Figure 1. Signal metal coverage by tile (run 1).
28 x 28 tiles, from black (low) to pale yellow (high), scaled to the fullest tile. Values are wire area over tile area, all layers added.
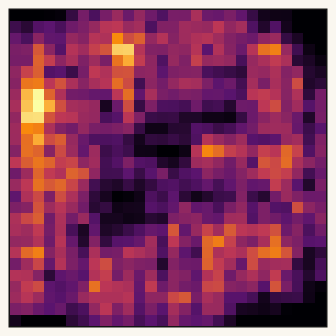
Figure 2. Clock distribution (run 1).
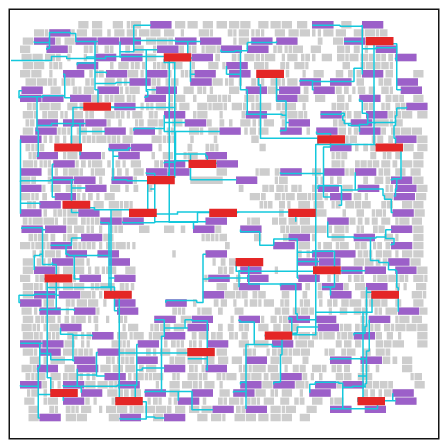
Figure 3. Gate-type map (run 1).
Bar = 50 um.
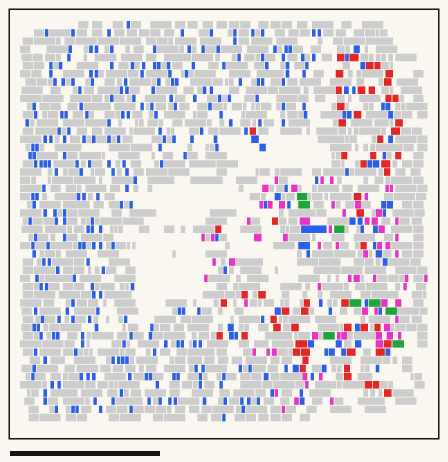
### config.mk
export PLATFORM = sky130hd
export DESIGN_NAME = mips_cpu_axi_master_flat
export DESIGN_NICKNAME = d
export VERILOG_FILES = /design/src/rtl/mips_cpu_axi_master_if.sv /design/src/rtl/mips_cpu_axi_master.sv /design/src/flat_wrapper.sv
export SDC_FILE = /design/constraint.sdc
export NUM_CORES = 1
export LEC_CHECK = 0
export CAP_MARGIN = 20
export CORE_MARGIN = 3
export CORE_UTILIZATION = 43
export DETAILED_ROUTE_END_ITERATION = 7
export GPL_TIMING_DRIVEN = 0
export PLACE_DENSITY = 0.8
export SLEW_MARGIN = 20
export SYNTH_ARGS = -nofsm -noshare
export SYNTH_HDL_FRONTEND = slang
export SYNTH_SLANG_ARGS = --single-unit
export TNS_END_PERCENT = 100
### constraint.sdc
create_clock -name mips_cpu_clk -period 2.75 [get_ports mips_cpu_clk]
set_input_delay 0.4125 -clock mips_cpu_clk [delete_from_list [all_inputs] [get_ports mips_cpu_clk]]
set_output_delay 0.4125 -clock mips_cpu_clk [all_outputs]
set_load 0.01 [all_outputs]
### src/rtl/mips_cpu_axi_master_if.sv
// AXI4-Lite bus between the CPU bus master and the address-decode fabric.
interface mips_cpu_axi_master_if;
  logic [31:0] araddr;
  logic        arvalid;
  logic        arready;
  logic [31:0] rdata;
  logic [1:0]  rresp;
  logic        rvalid;
  logic        rready;
  logic [31:0] awaddr;
  logic        awvalid;
  logic        awready;
  logic [31:0] wdata;
  logic [3:0]  wstrb;
  logic        wvalid;
  logic        wready;
  logic [1:0]  bresp;
  logic        bvalid;
  logic        bready;

  modport master (
    output araddr, arvalid, input arready,
    input  rdata, rresp, rvalid, output rready,
    output awaddr, awvalid, input awready,
    output wdata, wstrb, wvalid, input wready,
    input  bresp, bvalid, output bready
  );

  modport slave (
    input  araddr, arvalid, output arready,
    output rdata, rresp, rvalid, input rready,
    input  awaddr, awvalid, output awready,
    input  wdata, wstrb, wvalid, output wready,
    output bresp, bvalid, input bready
  );
endinterface

### src/rtl/mips_cpu_axi_master.sv
// CPU load/store request to AXI4-Lite bridge, one transaction in flight,
// with wrapping read/write completion counters.
//
// state   | meaning
// --------+---------------------------------------------------------
// IDLE    | ready for a new CPU request
// RD_AR   | read address presented, waiting for arready
// RD_R    | waiting for read data (rready high)
// RD_HOLD | load data presented to CPU until cpu_rdata_ready
// WR_AWW  | write address and data presented, each until its handshake
// WR_B    | waiting for write response (bready high)
module mips_cpu_axi_master #(
  parameter bit WAIT_BRESP = 1'b1
) (
  input  logic                         mips_cpu_clk,
  input  logic                         mips_cpu_reset,
  input  logic [31:0]                  cpu_addr,
  input  logic                         cpu_mem_read,
  input  logic                         cpu_mem_write,
  input  logic [31:0]                  cpu_wdata,
  input  logic [3:0]                   cpu_wstrb,
  output logic                         cpu_req_ready,
  output logic [31:0]                  cpu_rdata,
  output logic                         cpu_rdata_valid,
  input  logic                         cpu_rdata_ready,
  output logic                         cpu_wr_done,
  output logic                         bus_err,
  output logic [31:0]                  rd_cnt,
  output logic [31:0]                  wr_cnt,
  mips_cpu_axi_master_if.master        mips_cpu_axi_if
);

  typedef enum logic [2:0] {IDLE, RD_AR, RD_R, RD_HOLD, WR_AWW, WR_B} state_t;

  state_t state;
  logic   aw_done;
  logic   w_done;
  logic   aw_hs;
  logic   w_hs;
  logic   aw_done_nxt;
  logic   w_done_nxt;
  logic   unused_addr_lsbs;

  // Byte-lane bits are dropped: the bus is word addressed.
  assign unused_addr_lsbs = ^cpu_addr[1:0];

  // Request acceptance is a pure decode of the state register.
  assign cpu_req_ready = (state == IDLE);

  // Same-cycle view of write-channel progress, so completion can be seen
  // on the edge of the last handshake.
  assign aw_hs       = mips_cpu_axi_if.awvalid & mips_cpu_axi_if.awready;
  assign w_hs        = mips_cpu_axi_if.wvalid & mips_cpu_axi_if.wready;
  assign aw_done_nxt = aw_done | aw_hs;
  assign w_done_nxt  = w_done | w_hs;

  // Transaction FSM with all bus and CPU outputs registered.
  always_ff @(posedge mips_cpu_clk) begin
    if (mips_cpu_reset) begin
      state                   <= IDLE;
      aw_done                 <= 1'b0;
      w_done                  <= 1'b0;
      mips_cpu_axi_if.araddr  <= '0;
      mips_cpu_axi_if.arvalid <= 1'b0;
      mips_cpu_axi_if.rready  <= 1'b0;
      mips_cpu_axi_if.awaddr  <= '0;
      mips_cpu_axi_if.awvalid <= 1'b0;
      mips_cpu_axi_if.wdata   <= '0;
      mips_cpu_axi_if.wstrb   <= '0;
      mips_cpu_axi_if.wvalid  <= 1'b0;
      mips_cpu_axi_if.bready  <= 1'b0;
      cpu_rdata               <= '0;
      cpu_rdata_valid         <= 1'b0;
      cpu_wr_done             <= 1'b0;
      bus_err                 <= 1'b0;
      rd_cnt                  <= '0;
      wr_cnt                  <= '0;
    end else begin
      cpu_wr_done <= 1'b0;
      // Without response tracking the B channel is simply drained forever.
      if (!WAIT_BRESP) mips_cpu_axi_if.bready <= 1'b1;

      case (state)
        IDLE: begin
          // A write takes priority; a simultaneous read is dropped.
          if (cpu_mem_write) begin
            mips_cpu_axi_if.awaddr  <= {cpu_addr[31:2], 2'b00};
            mips_cpu_axi_if.wdata   <= cpu_wdata;
            mips_cpu_axi_if.wstrb   <= cpu_wstrb;
            mips_cpu_axi_if.awvalid <= 1'b1;
            mips_cpu_axi_if.wvalid  <= 1'b1;
            aw_done                 <= 1'b0;
            w_done                  <= 1'b0;
            state                   <= WR_AWW;
          end else if (cpu_mem_read) begin
            mips_cpu_axi_if.araddr  <= {cpu_addr[31:2], 2'b00};
            mips_cpu_axi_if.arvalid <= 1'b1;
            state                   <= RD_AR;
          end
        end
        RD_AR: begin
          if (mips_cpu_axi_if.arready) begin
            mips_cpu_axi_if.arvalid <= 1'b0;
            mips_cpu_axi_if.rready  <= 1'b1;
            state                   <= RD_R;
          end
        end
        RD_R: begin
          if (mips_cpu_axi_if.rvalid) begin
            mips_cpu_axi_if.rready <= 1'b0;
            cpu_rdata              <= mips_cpu_axi_if.rdata;
            cpu_rdata_valid        <= 1'b1;
            rd_cnt                 <= rd_cnt + 32'd1;
            if (mips_cpu_axi_if.rresp != 2'b00) bus_err <= 1'b1;
            state                  <= RD_HOLD;
          end
        end
        RD_HOLD: begin
          if (cpu_rdata_ready) begin
            cpu_rdata_valid <= 1'b0;
            state           <= IDLE;
          end
        end
        WR_AWW: begin
          aw_done <= aw_done_nxt;
          w_done  <= w_done_nxt;
          if (aw_hs) mips_cpu_axi_if.awvalid <= 1'b0;
          if (w_hs)  mips_cpu_axi_if.wvalid  <= 1'b0;
          if (aw_done_nxt && w_done_nxt) begin
            if (WAIT_BRESP) begin
              mips_cpu_axi_if.bready <= 1'b1;
              state                  <= WR_B;
            end else begin
              cpu_wr_done <= 1'b1;
              wr_cnt      <= wr_cnt + 32'd1;
              state       <= IDLE;
            end
          end
        end
        WR_B: begin
          if (mips_cpu_axi_if.bvalid) begin
            mips_cpu_axi_if.bready <= 1'b0;
            cpu_wr_done            <= 1'b1;
            wr_cnt                 <= wr_cnt + 32'd1;
            if (mips_cpu_axi_if.bresp != 2'b00) bus_err <= 1'b1;
            state                  <= IDLE;
          end
        end
        default: state <= IDLE;
      endcase
    end
  end

endmodule

### src/flat_wrapper.sv
// flat-port wrapper written by rule: the top's interface ports become plain ports
module mips_cpu_axi_master_flat 
#(
  parameter bit WAIT_BRESP = 1'b1
)
  (mips_cpu_clk, mips_cpu_reset, cpu_addr, cpu_mem_read, cpu_mem_write, cpu_wdata, cpu_wstrb, cpu_req_ready, cpu_rdata, cpu_rdata_valid, cpu_rdata_ready, cpu_wr_done, bus_err, rd_cnt, wr_cnt, mips_cpu_axi_if_araddr, mips_cpu_axi_if_arvalid, mips_cpu_axi_if_arready, mips_cpu_axi_if_rdata, mips_cpu_axi_if_rresp, mips_cpu_axi_if_rvalid, mips_cpu_axi_if_rready, mips_cpu_axi_if_awaddr, mips_cpu_axi_if_awvalid, mips_cpu_axi_if_awready, mips_cpu_axi_if_wdata, mips_cpu_axi_if_wstrb, mips_cpu_axi_if_wvalid, mips_cpu_axi_if_wready, mips_cpu_axi_if_bresp, mips_cpu_axi_if_bvalid, mips_cpu_axi_if_bready);
  mips_cpu_axi_master_if mips_cpu_axi_if_i ();
  input  logic mips_cpu_clk;
  input  logic mips_cpu_reset;
  input  logic [31:0] cpu_addr;
  input  logic cpu_mem_read;
  input  logic cpu_mem_write;
  input  logic [31:0] cpu_wdata;
  input  logic [3:0] cpu_wstrb;
  output logic cpu_req_ready;
  output logic [31:0] cpu_rdata;
  output logic cpu_rdata_valid;
  input  logic cpu_rdata_ready;
  output logic cpu_wr_done;
  output logic bus_err;
  output logic [31:0] rd_cnt;
  output logic [31:0] wr_cnt;
  output wire logic [$bits(mips_cpu_axi_if_i.araddr)-1:0] mips_cpu_axi_if_araddr;
  output wire logic [$bits(mips_cpu_axi_if_i.arvalid)-1:0] mips_cpu_axi_if_arvalid;
  input wire logic [$bits(mips_cpu_axi_if_i.arready)-1:0] mips_cpu_axi_if_arready;
  input wire logic [$bits(mips_cpu_axi_if_i.rdata)-1:0] mips_cpu_axi_if_rdata;
  input wire logic [$bits(mips_cpu_axi_if_i.rresp)-1:0] mips_cpu_axi_if_rresp;
  input wire logic [$bits(mips_cpu_axi_if_i.rvalid)-1:0] mips_cpu_axi_if_rvalid;
  output wire logic [$bits(mips_cpu_axi_if_i.rready)-1:0] mips_cpu_axi_if_rready;
  output wire logic [$bits(mips_cpu_axi_if_i.awaddr)-1:0] mips_cpu_axi_if_awaddr;
  output wire logic [$bits(mips_cpu_axi_if_i.awvalid)-1:0] mips_cpu_axi_if_awvalid;
  input wire logic [$bits(mips_cpu_axi_if_i.awready)-1:0] mips_cpu_axi_if_awready;
  output wire logic [$bits(mips_cpu_axi_if_i.wdata)-1:0] mips_cpu_axi_if_wdata;
  output wire logic [$bits(mips_cpu_axi_if_i.wstrb)-1:0] mips_cpu_axi_if_wstrb;
  output wire logic [$bits(mips_cpu_axi_if_i.wvalid)-1:0] mips_cpu_axi_if_wvalid;
  input wire logic [$bits(mips_cpu_axi_if_i.wready)-1:0] mips_cpu_axi_if_wready;
  input wire logic [$bits(mips_cpu_axi_if_i.bresp)-1:0] mips_cpu_axi_if_bresp;
  input wire logic [$bits(mips_cpu_axi_if_i.bvalid)-1:0] mips_cpu_axi_if_bvalid;
  output wire logic [$bits(mips_cpu_axi_if_i.bready)-1:0] mips_cpu_axi_if_bready;
  assign mips_cpu_axi_if_araddr = mips_cpu_axi_if_i.araddr;
  assign mips_cpu_axi_if_arvalid = mips_cpu_axi_if_i.arvalid;
  assign mips_cpu_axi_if_i.arready = mips_cpu_axi_if_arready;
  assign mips_cpu_axi_if_i.rdata = mips_cpu_axi_if_rdata;
  assign mips_cpu_axi_if_i.rresp = mips_cpu_axi_if_rresp;
  assign mips_cpu_axi_if_i.rvalid = mips_cpu_axi_if_rvalid;
  assign mips_cpu_axi_if_rready = mips_cpu_axi_if_i.rready;
  assign mips_cpu_axi_if_awaddr = mips_cpu_axi_if_i.awaddr;
  assign mips_cpu_axi_if_awvalid = mips_cpu_axi_if_i.awvalid;
  assign mips_cpu_axi_if_i.awready = mips_cpu_axi_if_awready;
  assign mips_cpu_axi_if_wdata = mips_cpu_axi_if_i.wdata;
  assign mips_cpu_axi_if_wstrb = mips_cpu_axi_if_i.wstrb;
  assign mips_cpu_axi_if_wvalid = mips_cpu_axi_if_i.wvalid;
  assign mips_cpu_axi_if_i.wready = mips_cpu_axi_if_wready;
  assign mips_cpu_axi_if_i.bresp = mips_cpu_axi_if_bresp;
  assign mips_cpu_axi_if_i.bvalid = mips_cpu_axi_if_bvalid;
  assign mips_cpu_axi_if_bready = mips_cpu_axi_if_i.bready;
  mips_cpu_axi_master #(.WAIT_BRESP(WAIT_BRESP)) u_core (.mips_cpu_clk(mips_cpu_clk), .mips_cpu_reset(mips_cpu_reset), .cpu_addr(cpu_addr), .cpu_mem_read(cpu_mem_read), .cpu_mem_write(cpu_mem_write), .cpu_wdata(cpu_wdata), .cpu_wstrb(cpu_wstrb), .cpu_req_ready(cpu_req_ready), .cpu_rdata(cpu_rdata), .cpu_rdata_valid(cpu_rdata_valid), .cpu_rdata_ready(cpu_rdata_ready), .cpu_wr_done(cpu_wr_done), .bus_err(bus_err), .rd_cnt(rd_cnt), .wr_cnt(wr_cnt), .mips_cpu_axi_if(mips_cpu_axi_if_i));
endmodule
==> results.ini, run 1 <==
[placement]
place_ws_ns = -0.108
postPlaceCellArea_um2 = 11400
dp_cells = 1538
port_buffers = 312
place_congestion = 0.849

[synthesis]
avgSynthCellArea_um2 = 8.03
synth.yosys.warnings = 0
yosysMostFrequentCell = nand2_1
numSynthFlops = 205
synth_top_cell_by_area = dfxtp_1
flop_cell = dfxtp_1
netlist_top_cells_count = nand2_1 (285), dfxtp_1 (205), a21oi_1 (178)
ys_types = 42
synthCells = 994
async_flop_share_pct = 0
ys_cells = 994
synthTopCellsByArea = dfxtp_1 (51%), nand2_1 (13%), a21oi_1 (11%)
yosys_area_um2 = 7980
ys_seq_share_pct = 51.4
top_area_share_pct = 51.4
netlist_area_um2 = 7980

[floorplanning]
initCoreUtil_pct = 44.1
placementRows = 49
dieHeight_um = 142
die_w_um = 142
core_um2 = 18100
io_pins = 319
tap_cells = 229

[global_routing]
grt_pass1_wl_um = 41100
antenna_found_initial = 0
grt_pass1_vias = 7800
grt_max_degree = 13
grt_overflow = 0

[final_timing]
rsz0062_at_grt = false
finalSetupTns_ns = 0
max_freq_ghz = 0.384
min_period_ns = 2.60
drv_slew = 0
worst_pin_slew_ns = 0.761
slew_headroom_pct = 48.8
fin_crit_sh_pct = 94.7
hold_ws_ns = 0.451

[finish]
fin_util_pct = 67.1
flops = 205
logic_area_um2 = 3540
largestClassByArea = sequential cells
finalNetCount = 1450
lay_top_cells = clkdlybuf4s50_1 (312), nand2_1 (285), dfxtp_1 (205), a21oi_1 (178), clkbuf_1 (59)
inv_count = 15
num-clock-buffers = 33
comb_cells = 706
design_area_um2 = 12100
nonClkBufAreaFrac_pct = 28.2
fillCellCount = 1502
antennaDiodeCount = 0
seq_share_pct = 33.8
lay_top_count = clkdlybuf4s50_1
regArea_um2 = 4100
comb_area_share_pct = 29.1
layout.cells.non_filler = 1578
area_delta_synth_final_pct = 52.1
drive_gt1_share_pct = 4.37
n_all_buffers = 383

[run]
warnings = 28
max_cap_viol_count = 0

[cts]
cts_root_buffer = clkbuf_16
clkLatencyLatePin_ns = 0.50
post_cts_buffers = 0
cts.sinks = 205
htree_levels = 1
clk_pin_slew_ns = 0.06
tritoncts = built
clockBufferDepth = 3
cts_buffers = 23

[worst_setup_path]
crit_chain = clkbuf_1, nor3_1, clkdlybuf4s50_1
critPathSlowestCell = clkdlybuf4s50_1
crit_type = flip-flop to primary output
start_kind = flip-flop
critPathCaptureType = primary output
path_max_fanout = 10
max_stage_delay_ns = 0.66
required_ns = 2.34
worstPathArrival_ns = 2.19

[drt]
avgRoutedWirePerCell_um = 16.5
vias = 8277
drt_iter0_drc = 421
ant_nets = 0
dr.pass1.iters = 5
vias_per_cell = 5.25

[power]
power_mw = 7.00
p_leak_nw = 4.13
ir_drop_v = 0.000525

[outcome]
outcome = complete, no violations

[worst_hold_path]
hp-class = flip-flop to flip-flop

Notes on Figure 1 above:
nearly empty tiles = 4.6%
mean over tiles = 0.22
tiles over half the peak = 15%
emptiest ninth of the die = centre
fullest tile = 0.65
All-Layer GR Usage: 24.7%
DRT Wirelength: 26,100 um

Notes on Figure 2 above:
cyan -> clock wires  # length 2,590 um
red -> cells driving clock nets  # count 23
purple -> flip-flops  # count 205
flops lie = widely spread
routed clock nets = 24
final setup skew: 0.00894 ns
Clock Power Share: 42.6%

Notes on Figure 3 above:
magenta -> NOR gates  # cells 67
blue -> NAND gates  # cells 320, where widely spread
red -> AND and OR gates  # cells 58
green -> multiplexers  # cells 8

[run 1: worst paths after layout]
| kind | start | slack [ns] | end | cells after the start |
|---|---|---|---|---|
| setup / recovery | u_core.state[2] | 0.15 | cpu_req_ready | 3 |
| hold / removal | u_core.mips_cpu_axi_if.araddr[4] | 0.45 | u_core.mips_cpu_axi_if.araddr[4] | 2 |
| setup reg to reg | u_core.state[2] | 0.35 | u_core.mips_cpu_axi_if.wdata[3] | 7 |
| hold reg to reg | u_core.mips_cpu_axi_if.araddr[4] | 0.45 | u_core.mips_cpu_axi_if.araddr[4] | 2 |
[run 1: power by group]
part | total [mW] | switching, mW | internal, mW
Sequential | 3.15 | 0.0643 | 3.09
Clock | 2.98 | 1.19 | 1.79
Combinational | 0.870 | 0.431 | 0.439
[run 1: sequential cells by signal, indices dropped and copies added (netlist names), 3 cells and up]
register and flops:
u_core.state 3, u_core.mips_cpu_axi_if.wstrb 4, u_core.cpu_rdata 32, u_core.mips_cpu_axi_if.wdata 32, u_core.wr_cnt 32, u_core.rd_cnt 32
u_core.mips_cpu_axi_if.awaddr 30, u_core.mips_cpu_axi_if.araddr 30
[run 1: routing by layer]
metal	global-route usage [%]	up-vias	wire length, um
met5	0	-	0
met4	8.13	0	938
met3	7.59	59	2270
met2	41.2	311	12600
met1	30.7	3838	10300
li1	-	4069	-
[run 1: cell families after synthesis]
family / after synthesis / synth area share [%]
AOI/OAI and AO/OA: 228 / 15.3
xor gates and xnor gates: 19 / 2.08
adders and majority gates: 2 / 0.313
buffers and inverters: 86 / 4.40
DFF: 205 / 51.4
muxes: 8 / 1.10
other: 1 / 0.0470
and+or+nand+nor: 445 / 25.3
[run 1: critical path, delay by kind of cell, from the launching register on]
family,cells,cell delay (ns)
and+or+nand+nor,1,0.46
buffers and inverters,2,0.89
DFF,1,0.34
Figure 4. Cell placement (run 1).
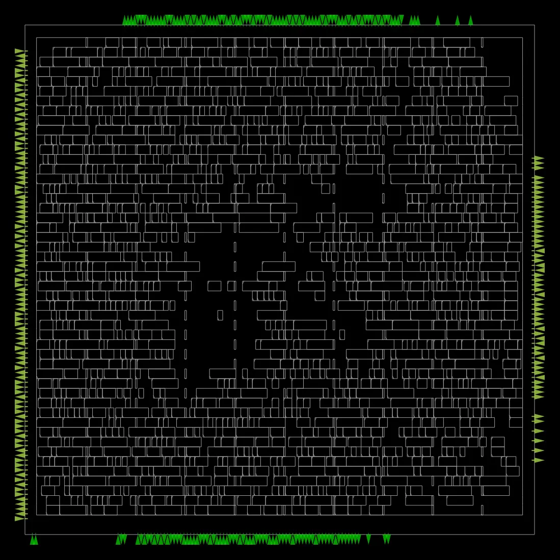

## Run 2: what changed since run 1
CORE_UTILIZATION = 30   (was 43)
PLACE_DENSITY = not set   (was 0.8)
Figure 5. Cell placement (run 2).
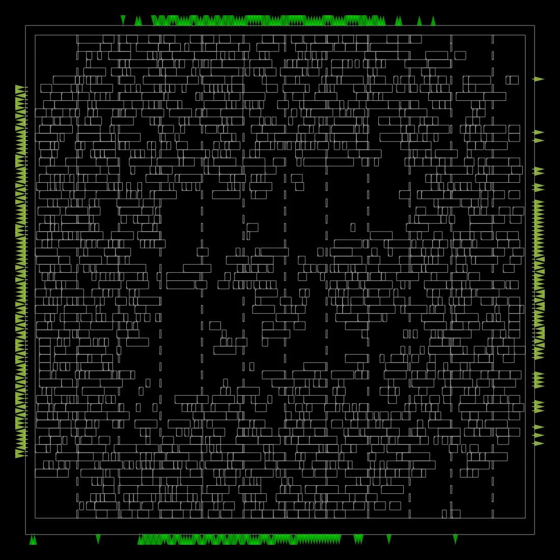
Tapcell Cnt: 335
Seq/total area: 33.2%

Figure 6. Zoomed window (run 2).
Bar = 10 um. Window x 72 to 97, y 38 to 63 um. Cells in grey, sequential cells in the stronger grey; small squares are vias.
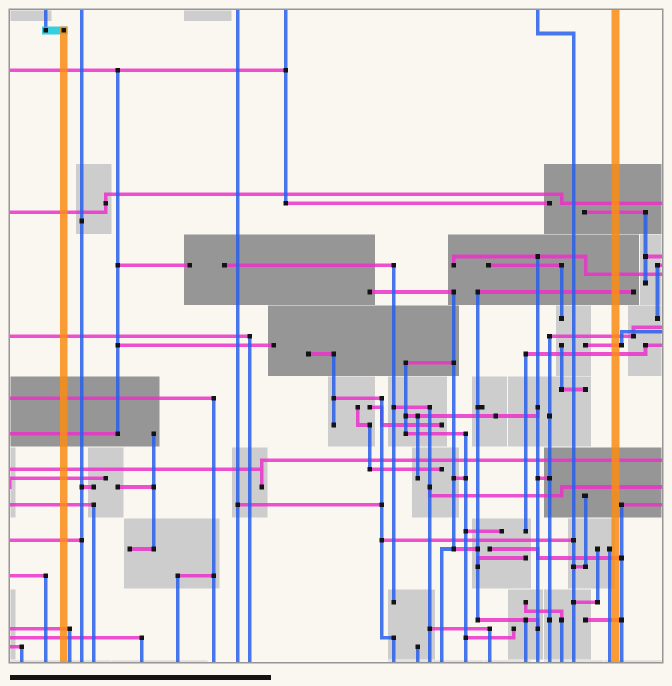
orange -> met4
cyan -> met3
magenta -> met1
blue -> met2
netlist names of flops here include = u_core.rd_cnt (5), u_core.cpu_rdata (1)
cells with their middle in the window = 22
sequential cells in the window = 6
most frequent = dfxtp_1 (6), o21ai_0 (3), a21oi_1 (3)

==> results.ini, run 2 <==
[outcome]
outcome = complete, no violations  ; unchanged

[worst_setup_path]
cp_num_buf_inv = 2  ; unchanged
worstPathArrival_ns = 2.15  ; was 2.19 ns
r2r_setup_slack_ns = 0.33  ; was 0.35 ns
critPathCaptureType = primary output  ; unchanged
crit_type = flip-flop to primary output  ; unchanged
start_kind = flip-flop  ; unchanged
ff2ff_path_depth = 7  ; unchanged
critPathSlowestCell = clkdlybuf4s50_1  ; unchanged
max_stage_delay_ns = 0.66  ; about the same
required_ns = 2.34  ; about the same
crit_family = buffers and inverters  ; unchanged

[power]
swShare_pct = 24.1  ; about the same
comb-power_mw = 0.872  ; was 0.870 mW
internal_power_mw = 5.51  ; was 5.31 mW
pg_clk_mw = 3.23  ; was 2.98 mW
ir_drop_v = 0.000427  ; was 0.000525 V
p_seq_share_pct = 43.4  ; was 45.0%
p_sw_mw = 1.75  ; was 1.69 mW
p_leak_nw = 4.16  ; was 4.13 nW
powerSeq_mw = 3.15  ; about the same

[synthesis]
yosysMostFrequentCell = nand2_1  ; unchanged
synthTopCellsByArea = dfxtp_1 (51%), nand2_1 (13%), a21oi_1 (11%)  ; unchanged
yosys_area_um2 = 7980  ; unchanged
avgSynthCellArea_um2 = 8.03  ; unchanged
netlist_area_um2 = 7980  ; unchanged
top_area_share_pct = 51.4  ; unchanged
ys_cells = 994  ; unchanged
async_flop_share_pct = 0  ; unchanged
synth.yosys.warnings = 0  ; unchanged
flop_cell = dfxtp_1  ; unchanged
numSynthFlops = 205  ; unchanged
ys_types = 42  ; unchanged

[drt]
drt_iter0_drc = 478  ; was 421
drt-total-wl_um = 27600  ; was 26,100 um
dr.pass1.iters = 4  ; was 5
vias_per_cell = 4.80  ; was 5.25
ant_nets = 0  ; unchanged
avgRoutedWirePerCell_um = 16.4  ; was 16.5 um
vias = 8101  ; was 8,277

[placement]
port_buffers = 312  ; unchanged
place_ws_ns = -0.182  ; was -0.108 ns
dp_hpwl_um = 20400  ; was 19,100 um
dp_cells = 1644  ; was 1,538

[final_timing]
drv_slew = 0  ; unchanged
min_period_ns = 2.56  ; was 2.60 ns
worst_pin_slew_ns = 0.900  ; was 0.761 ns
hold_ws_ns = 0.446  ; was 0.451 ns
rsz0062_at_grt = false  ; unchanged
slew_headroom_pct = 39.5  ; was 48.8%
clock_skew_ns = 0.00495  ; was 0.00894 ns
fin_crit_sh_pct = 93.0  ; was 94.7%

[worst_hold_path]
holdPathEnd = u_core.mips_cpu_axi_if.wdata[17]  ; was u_core.mips_cpu_axi_if.araddr[4]
min_from = cpu_wdata[17]  ; was u_core.mips_cpu_axi_if.araddr[4]
hold_depth = 3  ; was 2
hp-class = input pin to flip-flop  ; was flip-flop to flip-flop

[finish]
flops = 205  ; unchanged
fillCellCount = 2593  ; was 1,502
drive_gt1_share_pct = 4.66  ; was 4.37%
finalNetCount = 1451  ; was 1,450
area_delta_synth_final_pct = 54.8  ; was 52.1%
antennaDiodeCount = 1  ; was 0
lay_top_cells = clkdlybuf4s50_1 (312), nand2_1 (285), dfxtp_1 (205), a21oi_1 (178), clkbuf_1 (58)  ; was clkdlybuf4s50_1 (312), nand2_1 (285), dfxtp_1 (205), a21oi_1 (178), clkbuf_1 (59)
regArea_um2 = 4100  ; unchanged
num-clock-buffers = 37  ; was 33
nonClkBufAreaFrac_pct = 27.7  ; was 28.2%
n_all_buffers = 383  ; unchanged
logic_area_um2 = 3540  ; about the same
inv_count = 15  ; unchanged

[global_routing]
grt_max_degree = 13  ; unchanged
grt_pass1_vias = 7721  ; was 7,800
grt_pass1_wl_um = 42900  ; was 41,100 um
antenna_found_initial = 3  ; was 0
grt_usage_pct = 18.4  ; was 24.7%

[cts]
cts_root_buffer = clkbuf_16  ; unchanged
clk_pin_slew_ns = 0.06  ; about the same
clkLatencyLatePin_ns = 0.51  ; was 0.50 ns
htree_levels = 1  ; unchanged
tritoncts = built  ; unchanged
cts.sinks = 205  ; unchanged
cts_buffers = 24  ; was 23
clockBufferDepth = 3  ; unchanged

[floorplanning]
die_w_um = 169  ; was 142 um
initCoreUtil_pct = 30.5  ; was 44.1%
placementRows = 59  ; was 49
io_pins = 319  ; unchanged
dieHeight_um = 169  ; was 142 um

[run]
max_cap_viol_count = 0  ; unchanged

Figure 7. Gate-type map (run 2).
Bar = 50 um.
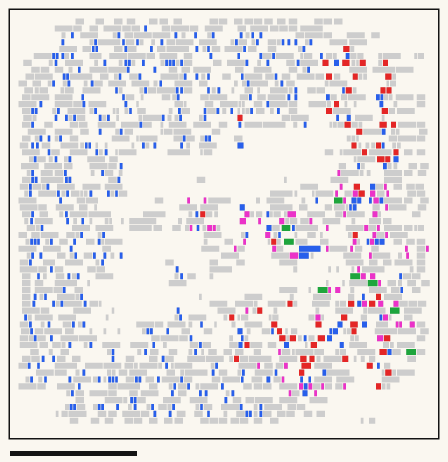
magenta -> NOR gates  # cells 67
red -> AND and OR gates  # cells 58
green -> multiplexers  # cells 8
blue -> NAND gates  # cells 320, where widely spread
logic share of the area: 28.7%
most common cell after layout, fill and taps aside: clkdlybuf4s50_1

==> run 2: per-stage QoR <==
step / cell area (um^2) / util, %
floorplan: 7990 / -
global placement: 11500 / 44.1
detailed placement: 11500 / 44.1
CTS: 12400 / 47.3
global route: 12400 / 47.3
finish: 12400 / 47.3
==> run 2: kinds of logic after synthesis <==
group	synth area share [%]
other	0.0470
xor gates and xnor gates	2.08
muxes	1.10
and+or+nand+nor	25.3
DFF	51.4
buffers and inverters	4.40
adders and majority gates	0.313
AOI/OAI and AO/OA	15.3
==> run 2: timing repair <==
item | in CTS | in global routing
cloned | 0 | 0
hold endpoints to repair | 0 | 0
setup endpoints to repair | 1 | 18
setup buffers | 0 | 0
resized | 1 | 2
==> run 2: per-layer routing <==
metal  vias to the layer above  routed length [um]  GRT usage [%]
li1                       4064                   -              -
met1                      3759               11700           23.1
met2                       230               13000           30.5
met3                        44                2310           6.17
met4                         4                 643           4.66
met5                         -                  29              0
==> run 2: how the worst max path moves through the flow <==
stage	from	to
6_report	u_core.state[2]	cpu_req_ready
3_3_place_gp	mips_cpu_axi_if_rvalid	u_core.cpu_rdata[2]
4_1_cts	u_core.state[2]	cpu_req_ready
3_5_place_dp	mips_cpu_reset	u_core.mips_cpu_axi_if.wstrb[3]
5_1_grt	u_core.state[2]	u_core.mips_cpu_axi_if.wdata[6]
2_1_floorplan	u_core.rd_cnt[3]	u_core.rd_cnt[31]
==> run 2: worst register-to-register path, delay by kind of cell, from the launching register on <==
kind / cells / cell delay [ns]
flip-flops: 1 / 0.39
AND/OR/NAND/NOR: 3 / 0.50
AND-OR/OR-AND: 1 / 0.15
buffers and inverters: 3 / 1.31
Power is estimated from default activity; no workload was simulated.
